--- config.mk ---
export PLATFORM = sky130hd
export DESIGN_NAME = control_unit
export DESIGN_NICKNAME = d
export VERILOG_FILES = /design/src/rtl/cu_pkg.sv /design/src/rtl/cu_decode.sv /design/src/rtl/control_unit.sv
export SDC_FILE = /design/constraint.sdc
export NUM_CORES = 1
export LEC_CHECK = 0
export CORE_MARGIN = 5
export CORE_UTILIZATION = 40
export DETAILED_ROUTE_END_ITERATION = 7
export HOLD_SLACK_MARGIN = 0.12
export MAX_ROUTING_LAYER = met4
export PLACE_DENSITY = 0.76
export SYNTH_ARGS = -nofsm -noshare
export SYNTH_HDL_FRONTEND = slang
export SYNTH_SLANG_ARGS = --single-unit
--- constraint.sdc ---
create_clock -name clk -period 2.7 [get_ports clk]
set_input_delay 0.54 -clock clk [delete_from_list [all_inputs] [get_ports clk]]
set_output_delay 0.54 -clock clk [all_outputs]
set_load 0.05 [all_outputs]
--- src/rtl/cu_pkg.sv ---
// Shared definitions for the control unit: FSM states, PC-select codes, opcodes and
// instruction field positions.
package cu_pkg;

  typedef enum logic [1:0] {
    StFetch,
    StExec,
    StMem,
    StHalt
  } state_e;

  typedef enum logic [2:0] {
    PcInc,
    PcBranch,
    PcImm,
    PcReg,
    PcHold
  } pc_sel_e;

  localparam logic [3:0] OpNop  = 4'h0;
  localparam logic [3:0] OpAlu  = 4'h1;
  localparam logic [3:0] OpAlui = 4'h2;
  localparam logic [3:0] OpLd   = 4'h3;
  localparam logic [3:0] OpSt   = 4'h4;
  localparam logic [3:0] OpBz   = 4'h5;
  localparam logic [3:0] OpBn   = 4'h6;
  localparam logic [3:0] OpJmp  = 4'h7;
  localparam logic [3:0] OpJr   = 4'h8;
  localparam logic [3:0] OpHalt = 4'hF;

  localparam int unsigned OpMsb  = 23;
  localparam int unsigned OpLsb  = 20;
  localparam int unsigned FsMsb  = 19;
  localparam int unsigned FsLsb  = 16;
  localparam int unsigned DaMsb  = 14;
  localparam int unsigned DaLsb  = 12;
  localparam int unsigned AaMsb  = 10;
  localparam int unsigned AaLsb  = 8;
  localparam int unsigned BaMsb  = 2;
  localparam int unsigned BaLsb  = 0;
  localparam int unsigned ImmMsb = 7;
  localparam int unsigned ImmLsb = 0;

endpackage

--- src/rtl/cu_decode.sv ---
// Combinational opcode decode: datapath strobes, PC source select and FSM hints
// for the current state.
module cu_decode
  import cu_pkg::*;
(
  input  state_e      state,
  input  logic [3:0]  op,
  input  logic        n,
  input  logic        z,
  output logic        le,
  output logic        md,
  output logic        mb,
  output logic        mw,
  output logic        is_ld,
  output logic        is_halt,
  output pc_sel_e     pc_sel
);

  always_comb begin
    le      = 1'b0;
    md      = 1'b0;
    mb      = 1'b0;
    mw      = 1'b0;
    is_ld   = 1'b0;
    is_halt = 1'b0;
    pc_sel  = PcInc;
    if (state == StExec) begin
      case (op)
        OpAlu:  le = 1'b1;
        OpAlui: begin
          le = 1'b1;
          mb = 1'b1;
        end
        // Address goes out on aa this cycle; the register write happens in MEM.
        OpLd:   is_ld = 1'b1;
        OpSt:   mw = 1'b1;
        OpBz:   if (z) pc_sel = PcBranch;
        OpBn:   if (n) pc_sel = PcBranch;
        OpJmp:  pc_sel = PcImm;
        OpJr:   pc_sel = PcReg;
        OpHalt: begin
          pc_sel  = PcHold;
          is_halt = 1'b1;
        end
        default: ;
      endcase
    end else if (state == StMem) begin
      le = 1'b1;
      md = 1'b1;
    end
  end

endmodule

--- src/rtl/control_unit.sv ---
// Multi-cycle control unit: FETCH/EXEC/MEM/HALT sequencer owning PC and IR, driving
// datapath selects and strobes decoded from the held instruction.
module control_unit
  import cu_pkg::*;
#(
  parameter int unsigned PC_W = 8,
  parameter int unsigned IW   = 24
) (
  input  logic            clk,
  input  logic            rst,
  input  logic [IW-1:0]   imem_data,
  input  logic            N,
  input  logic            Z,
  input  logic [7:0]      Bus_A,
  output logic [PC_W-1:0] pc,
  output logic [2:0]      AA,
  output logic [2:0]      BA,
  output logic [2:0]      DA,
  output logic [3:0]      FS,
  output logic [7:0]      CI,
  output logic            LE,
  output logic            MD,
  output logic            MB,
  output logic            MW,
  output logic            halted
);

  state_e          state_q;
  logic [PC_W-1:0] pc_q;
  logic [PC_W-1:0] pc_d;
  logic [IW-1:0]   ir_q;
  logic            halted_q;

  logic [7:0]      imm;
  logic            is_ld;
  logic            is_halt;
  logic            active;
  pc_sel_e         pc_sel;

  assign imm    = ir_q[ImmMsb:ImmLsb];
  assign active = (state_q == StExec) || (state_q == StMem);

  cu_decode u_decode (
    .state   (state_q),
    .op      (ir_q[OpMsb:OpLsb]),
    .n       (N),
    .z       (Z),
    .le      (LE),
    .md      (MD),
    .mb      (MB),
    .mw      (MW),
    .is_ld   (is_ld),
    .is_halt (is_halt),
    .pc_sel  (pc_sel)
  );

  always_comb begin
    pc_d = pc_q + PC_W'(1);
    case (pc_sel)
      PcBranch: pc_d = pc_q + PC_W'($signed(imm));
      PcImm:    pc_d = PC_W'(imm);
      PcReg:    pc_d = PC_W'(Bus_A);
      PcHold:   pc_d = pc_q;
      default:  ;
    endcase
  end

  always_ff @(posedge clk) begin
    if (rst) begin
      state_q  <= StFetch;
      pc_q     <= '0;
      ir_q     <= '0;
      halted_q <= 1'b0;
    end else begin
      case (state_q)
        StFetch: begin
          ir_q    <= imem_data;
          state_q <= StExec;
        end
        StExec: begin
          pc_q     <= pc_d;
          halted_q <= is_halt;
          if (is_ld) begin
            state_q <= StMem;
          end else if (is_halt) begin
            state_q <= StHalt;
          end else begin
            state_q <= StFetch;
          end
        end
        StMem:   state_q <= StFetch;
        default: state_q <= StHalt;
      endcase
    end
  end

  assign pc     = pc_q;
  assign halted = halted_q;
  assign AA     = active ? ir_q[AaMsb:AaLsb] : '0;
  assign BA     = active ? ir_q[BaMsb:BaLsb] : '0;
  assign DA     = active ? ir_q[DaMsb:DaLsb] : '0;
  assign FS     = active ? ir_q[FsMsb:FsLsb] : '0;
  assign CI     = active ? imm : '0;

  logic unused_ir;
  assign unused_ir = ^{ir_q[15], ir_q[11]};

endmodule

==> run_1/m2.png <==
Cells faint in the background.
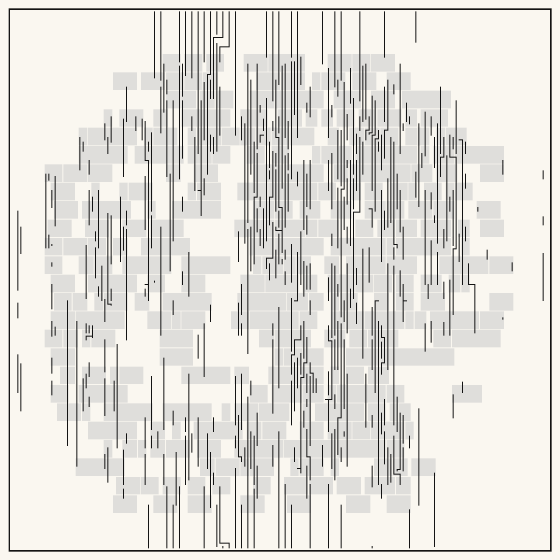
wire length on this layer = 2,600 um
main direction = vertical

==> run_1/class_map.png <==
Fill, decap, tap and diode cells in grey.
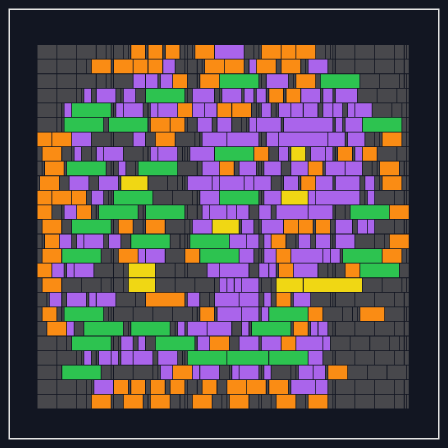
yellow -> clock drivers and dummy loads  # cells 8, share of their area 4.1%
green -> sequential cells  # cells 33, share of their area 23%
purple -> remaining logic cells  # cells 169, share of their area 45%
orange -> remaining buffers and delay cells  # cells 91, share of their area 28%

==> run_1/placed.png <==
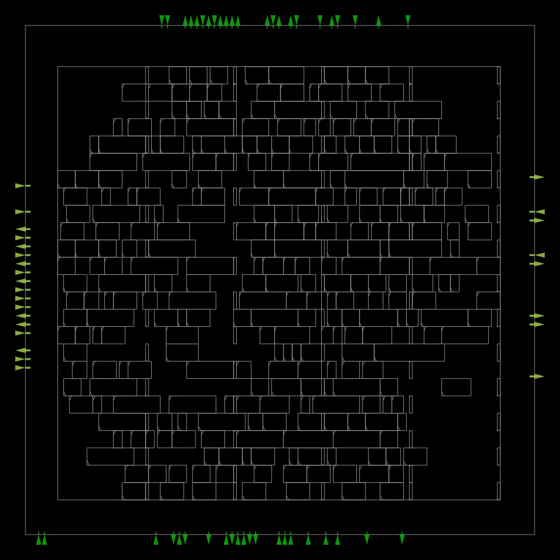
Layout Utilization: 0.631
floorplan core area: 4720 um^2

==> flow_metrics.tcl, run 1 <==
# metrics dict for downstream scripts
set metrics [dict create \
    outcome "finished, violations left" \
    violations "negative setup slack" \
    fp.dieH_um 79.9 \
    hold_path_class "flip-flop to flip-flop" \
    period_minus_slack_ns 2.71 \
    tightest_slew_ns 0.705 \
    final_hold_viol_count 0 \
    largest_cell_class "logic gates" \
    gp_congestion 0.819 \
    min_path_cells 2 \
    openroad.warnings 33 \
    fp-utilization 0.414 \
    setup_slack_ns -0.00717 \
    cts_tree "yes" \
    tapCellCount 67 \
    yosys_cells 218 \
    fp-row-count 25 \
    cap_viol_max_count 0 \
    sh_comb_area 0.431 \
    final_common_cell "buf_4" \
    cp.required_ns 2.90 \
    inverters 5 \
    synth_seq_share 0.338 \
    wire_per_inst_um 14.0 \
    dpl_cell_area_um2 2760 \
    p_leak_nw 1.37 \
    relSlewSlack 0.530 \
    nonClkBufAreaFrac 0.272 \
    cp_slowest_cell "clkdlybuf4s50_1" \
    max_stage_delay_ns 0.47 \
    ys_sh_aoi 0.120 \
    cts_buffers 5 \
    timing.fmax_mhz 369 \
    largest_register "ir_q" \
    n_sequential_cell 33 \
    cts-resized-gates 4 \
    seqCellArea_um2 662 \
    yosys_warnings 0 \
    clock_path_buffers 2 \
    wl_um 5140 \
    setup_viol 1 \
    viasPerCell 4.86 \
    buffers 91 \
    grt_use_total 0.170 \
    p_per_area_nw_per_um2 486 \
    fin_area_um2 2980 \
    synth_flops 33 \
    ant_nets 0 \
]
## run 1: cell usage after synthesis, drive strengths merged
| cell | count | share of area |
|---|---|---|
| nor4 | 3 | 0.0096 |
| a21o | 3 | 0.012 |
| nor2b | 2 | 0.0064 |
| nand3b | 2 | 0.0077 |
| a41oi | 1 | 0.0045 |
| mux2i | 29 | 0.15 |
| a211o | 4 | 0.018 |
| nor2 | 33 | 0.063 |
| inv | 5 | 0.0096 |
| and3 | 8 | 0.026 |
| o21ai | 7 | 0.024 |
| dfxtp | 33 | 0.34 |
| a211oi | 1 | 0.0038 |
| xnor2 | 4 | 0.018 |
| and2b | 1 | 0.0038 |
| mux2 | 2 | 0.012 |
| o211ai | 1 | 0.0038 |
| clkbuf | 10 | 0.019 |
| nand3 | 1 | 0.0026 |
| ha | 11 | 0.070 |
| a221oi | 1 | 0.0045 |
| xor2 | 3 | 0.013 |
| nand2b | 1 | 0.0032 |
| nand4 | 1 | 0.0032 |
| and2 | 19 | 0.061 |
| buf | 6 | 0.026 |
| a22oi | 1 | 0.0038 |
| a21oi | 11 | 0.036 |
| nand2 | 5 | 0.0096 |
| fa | 1 | 0.010 |
| or4b | 1 | 0.0070 |
| nor3 | 3 | 0.0077 |
| nand4b | 1 | 0.0045 |
| o21bai | 2 | 0.0077 |
| a31oi | 1 | 0.0032 |
## run 1: routing by layer
metal	vias to the layer above	share of wire	global-route usage
met5	-	0	-
met4	0	0.0066	0.0456
met3	2	0.045	0.0384
met2	38	0.51	0.284
met1	835	0.44	0.205
li1	915	-	-
## run 1: power by group
part           switching [mW]  internal, mW
clock                   0.191         0.300
combinational           0.218         0.188
sequential             0.0289         0.522
total                   0.438          1.01
## run 1: worst min-delay path, cell delays in order, from the launching register on
cell	delay, ns
dfxtp_1	0.33
mux2i_1	0.06
nor2_1	0.07
==> run 2: changes to the inputs <==
--- a/config.mk
+++ b/config.mk
@@ -8,6 +8,7 @@
 export CORE_MARGIN = 5
 export CORE_UTILIZATION = 40
 export DETAILED_ROUTE_END_ITERATION = 7
+export GPL_ROUTABILITY_DRIVEN = 0
 export HOLD_SLACK_MARGIN = 0.12
 export MAX_ROUTING_LAYER = met4
 export PLACE_DENSITY = 0.76
==> run_2/m3.png <==
Scale bar: 20 um.
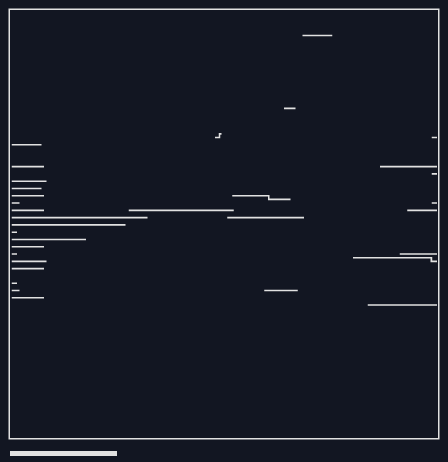
share of all routed wire = 4.6%
main direction = horizontal

==> run_2/class_map.png <==
Fill, decap, tap and diode cells in grey.
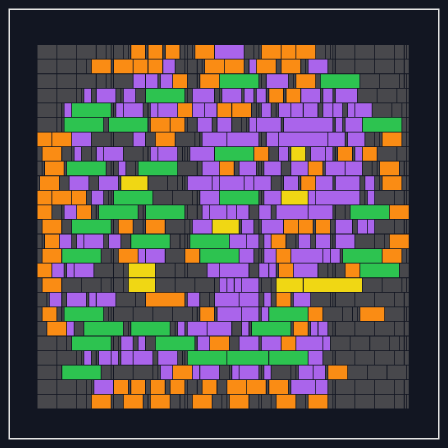
yellow -> clock drivers and dummy loads  # cells 8, share of their area 4.1%
green -> sequential cells  # cells 33, share of their area 23%
orange -> remaining buffers and delay cells  # cells 91, share of their area 28%
purple -> remaining logic cells  # cells 169, share of their area 45%

==> flow_metrics.tcl, run 2 <==
# metrics dict for downstream scripts
set metrics [dict create \
    wl_um 5140 \
    min_path_cells 2 \
    yosys_cells 218 \
    violations "negative setup slack" \
    timing.fmax_mhz 369 \
    final_common_cell "buf_4" \
    setup_slack_ns -0.00717 \
    cap_viol_max_count 0 \
    setup_viol 1 \
    clock_path_buffers 2 \
    p_leak_nw 1.37 \
    p_per_area_nw_per_um2 486 \
    edf_count 0 \
    fp-row-count 25 \
    outcome "finished, violations left" \
    cts_buffers 5 \
    max_stage_delay_ns 0.47 \
    clkPwrFrac 0.339 \
    synth_seq_share 0.338 \
    core_region_area_um2 4720 \
    ys_sh_aoi 0.120 \
    final_hold_viol_count 0 \
    period_minus_slack_ns 2.71 \
    openroad.warnings 33 \
    power_frac_comb 0.280 \
    hold_path_class "flip-flop to flip-flop" \
    yosys_warnings 0 \
    fp-utilization 0.414 \
    tightest_slew_ns 0.705 \
    ant_nets 0 \
    flop_cell "dfxtp_1" \
    fin_area_um2 2980 \
    power.net_switching_uw 438 \
    grt_use_total 0.170 \
    relSlewSlack 0.530 \
    cts_tree "yes" \
    viasPerCell 4.86 \
    power_frac_seq 0.380 \
    ys_top_cells_by_area "dfxtp_1, mux2i_1, ha_1, nor2_1, and2_1" \
    wire_per_inst_um 14.0 \
]
run 2: worst min-delay path: stages, from the launching register on:
cell and delay, ns:
dfxtp_1 0.33, mux2i_1 0.06, nor2_1 0.07
run 2: cell type report:
class / count / area, um^2 / area share
clock buffers: 6 / 82.6 / 0.0277
clock inverters: 2 / 37.5 / 0.0126
inverters: 5 / 18.8 / 0.00630
multi-input cells: 164 / 1280 / 0.431
flip-flops and latches: 33 / 662 / 0.222
well taps: 67 / 83.8 / 0.0281
repair buffers: 91 / 811 / 0.272
run 2: what timing repair did:
| action | CTS | global route |
|---|---|---|
| buffers inserted | 2 | 0 |
| resized | 4 | 16 |
| gates cloned | 0 | 0 |
| endpoints found under the setup margin | 4 | 6 |
| pin swaps | 2 | 8 |
run 2: layer usage:
metal / vias up / track usage / share of wire
met4: 0 / 0.0456 / 0.0066
li1: 915 / - / -
met5: - / - / 0
met3: 2 / 0.0384 / 0.045
met2: 38 / 0.284 / 0.51
met1: 835 / 0.205 / 0.44
run 2: how the worst max path moves through the flow:
| stage | from | to | slack (ns) | cells after the start |
|---|---|---|---|---|
| after global routing | ir_q[20] | pc[4] | -0.11 | 11 |
| final | N | pc[6] | -0.007 | 11 |
| after global placement | N | pc[7] | -0.30 | 11 |
| after floorplan | ir_q[22] | pc[6] | -0.02 | 12 |
| after detailed placement | N | pc[6] | -0.43 | 11 |
| after CTS | ir_q[20] | pc[5] | 0.003 | 11 |
run 2: power groups by stage:
stage	logic [mW]	clock network (mW)	registers, mW
final	0.406	0.491	0.551
after global routing	0.436	0.517	0.556
after CTS	0.400	0.500	0.550
after detailed placement	0.391	0	0.560
after global placement	0.386	0	0.559
after floorplan	0.210	0	0.589
==> run 3: changes to the inputs <==
--- a/config.mk
+++ b/config.mk
@@ -5,13 +5,14 @@
 export SDC_FILE = /design/constraint.sdc
 export NUM_CORES = 1
 export LEC_CHECK = 0
+export ABC_AREA = 1
 export CORE_MARGIN = 5
-export CORE_UTILIZATION = 40
+export CORE_UTILIZATION = 41
 export DETAILED_ROUTE_END_ITERATION = 7
 export GPL_ROUTABILITY_DRIVEN = 0
 export HOLD_SLACK_MARGIN = 0.12
 export MAX_ROUTING_LAYER = met4
-export PLACE_DENSITY = 0.76
+export PLACE_DENSITY = 0.77
 export SYNTH_ARGS = -nofsm -noshare
 export SYNTH_HDL_FRONTEND = slang
 export SYNTH_SLANG_ARGS = --single-unit
==> run_3/m2.png <==
Cells faint in the background.
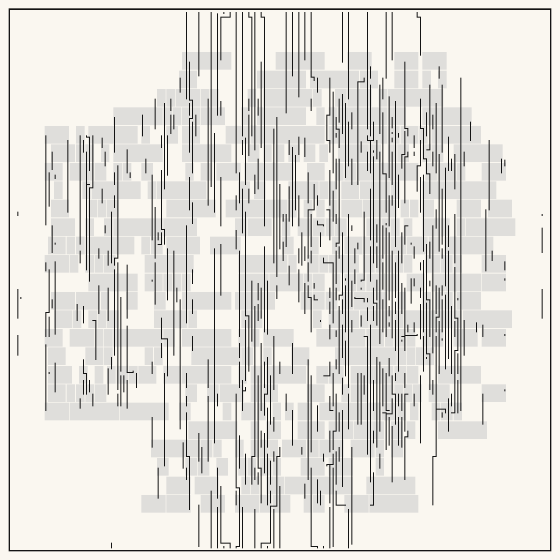
share of all routed wire = 50%
nets with wire on the layer = 333
main direction = vertical

==> run_3/port_trees.png <==
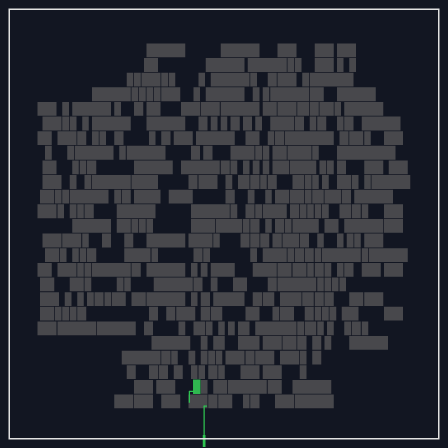
green -> MW  # bits 1, direction output, end cells 1, buffers 1, wire 9.00 um

==> flow_metrics.tcl, run 3 <==
# metrics dict for downstream scripts
set metrics [dict create \
    outcome "finished, final reports clean" \
    dpl_cell_area_um2 2870 \
    grt_use_total 0.189 \
    synthArstFlopShare 0 \
    clock_path_buffers 2 \
    yosys_cells 301 \
    ant_nets 0 \
    final_hold_viol_count 0 \
    yosys_warnings 0 \
    power_frac_seq 0.377 \
    p_leak_nw 1.50 \
    flop_cell "dfxtp_1" \
    core_region_area_um2 4720 \
    p_sw_frac 0.324 \
    yosysTopAreaCell "dfxtp_1" \
    period_minus_slack_ns 2.55 \
    cts-resized-gates 0 \
    relSlewSlack 0.462 \
    p_per_area_nw_per_um2 494 \
    viasPerCell 4.80 \
    tightest_slew_ns 0.806 \
    power.net_switching_uw 484 \
    final_util 0.641 \
]
==> run 3: netlist changes by cell type after synthesis, sizes merged, moves of 8 or more <==
cell / previous run / this run
mux2i: 29 / 0
nand2: 5 / 56
nand3: 1 / 15
a21oi: 11 / 24
and3: 8 / 0
inv: 5 / 48
nor2: 33 / 48
and2: 19 / 0
o21ai: 7 / 35
==> run 3: per-layer routing <==
metal / routed length [um] / track usage / vias to the layer above
li1: - / - / 1110
met1: 2300 / 0.221 / 945
met2: 2820 / 0.326 / 76
met3: 401 / 0.0339 / 6
met4: 71 / 0.0619 / 0
met5: 0 / - / -
==> run 3: power by group through the flow <==
stage | logic (mW) | registers, mW | clock network, mW
floorplan | 0.220 | 0.605 | 0
global placement | 0.426 | 0.571 | 0
detailed placement | 0.435 | 0.573 | 0
CTS | 0.438 | 0.562 | 0.496
global route | 0.481 | 0.569 | 0.518
finish | 0.442 | 0.563 | 0.490
==> run 3: worst max-delay path by stage <==
stage	start	endpoint	slack, ns	depth (start not counted)
finish	state_q[1]	MW	0.15	6
global route	Z	pc[7]	0.02	14
CTS	Z	pc[4]	0.04	14
detailed placement	Z	pc[4]	-0.24	14
global placement	Z	pc[6]	-0.14	13
floorplan	state_q[1]	pc[4]	0.06	15
==> run 3: layout make-up <==
| cell class | instances | area, um^2 |
|---|---|---|
| Tap cell | 67 | 83.8 |
| Clock buffer | 6 | 82.6 |
| Fill cell | 411 | 1700 |
| Inverter | 48 | 180 |
| Sequential cell | 33 | 661 |
| Clock inverter | 2 | 37.5 |
| Multi-Input combinational cell | 207 | 1120 |
| Timing Repair Buffer | 82 | 863 |
==> run 3: worst max-delay path, delay by kind of cell (launching register included) <==
kind / cells / cell delay (ns)
fa+ha+maj: 1 / 0.21
simple gates: 1 / 0.09
buf+inv: 4 / 1.10
flops: 1 / 0.33
Power figures rest on the tool's default switching activity, not on a simulated workload.
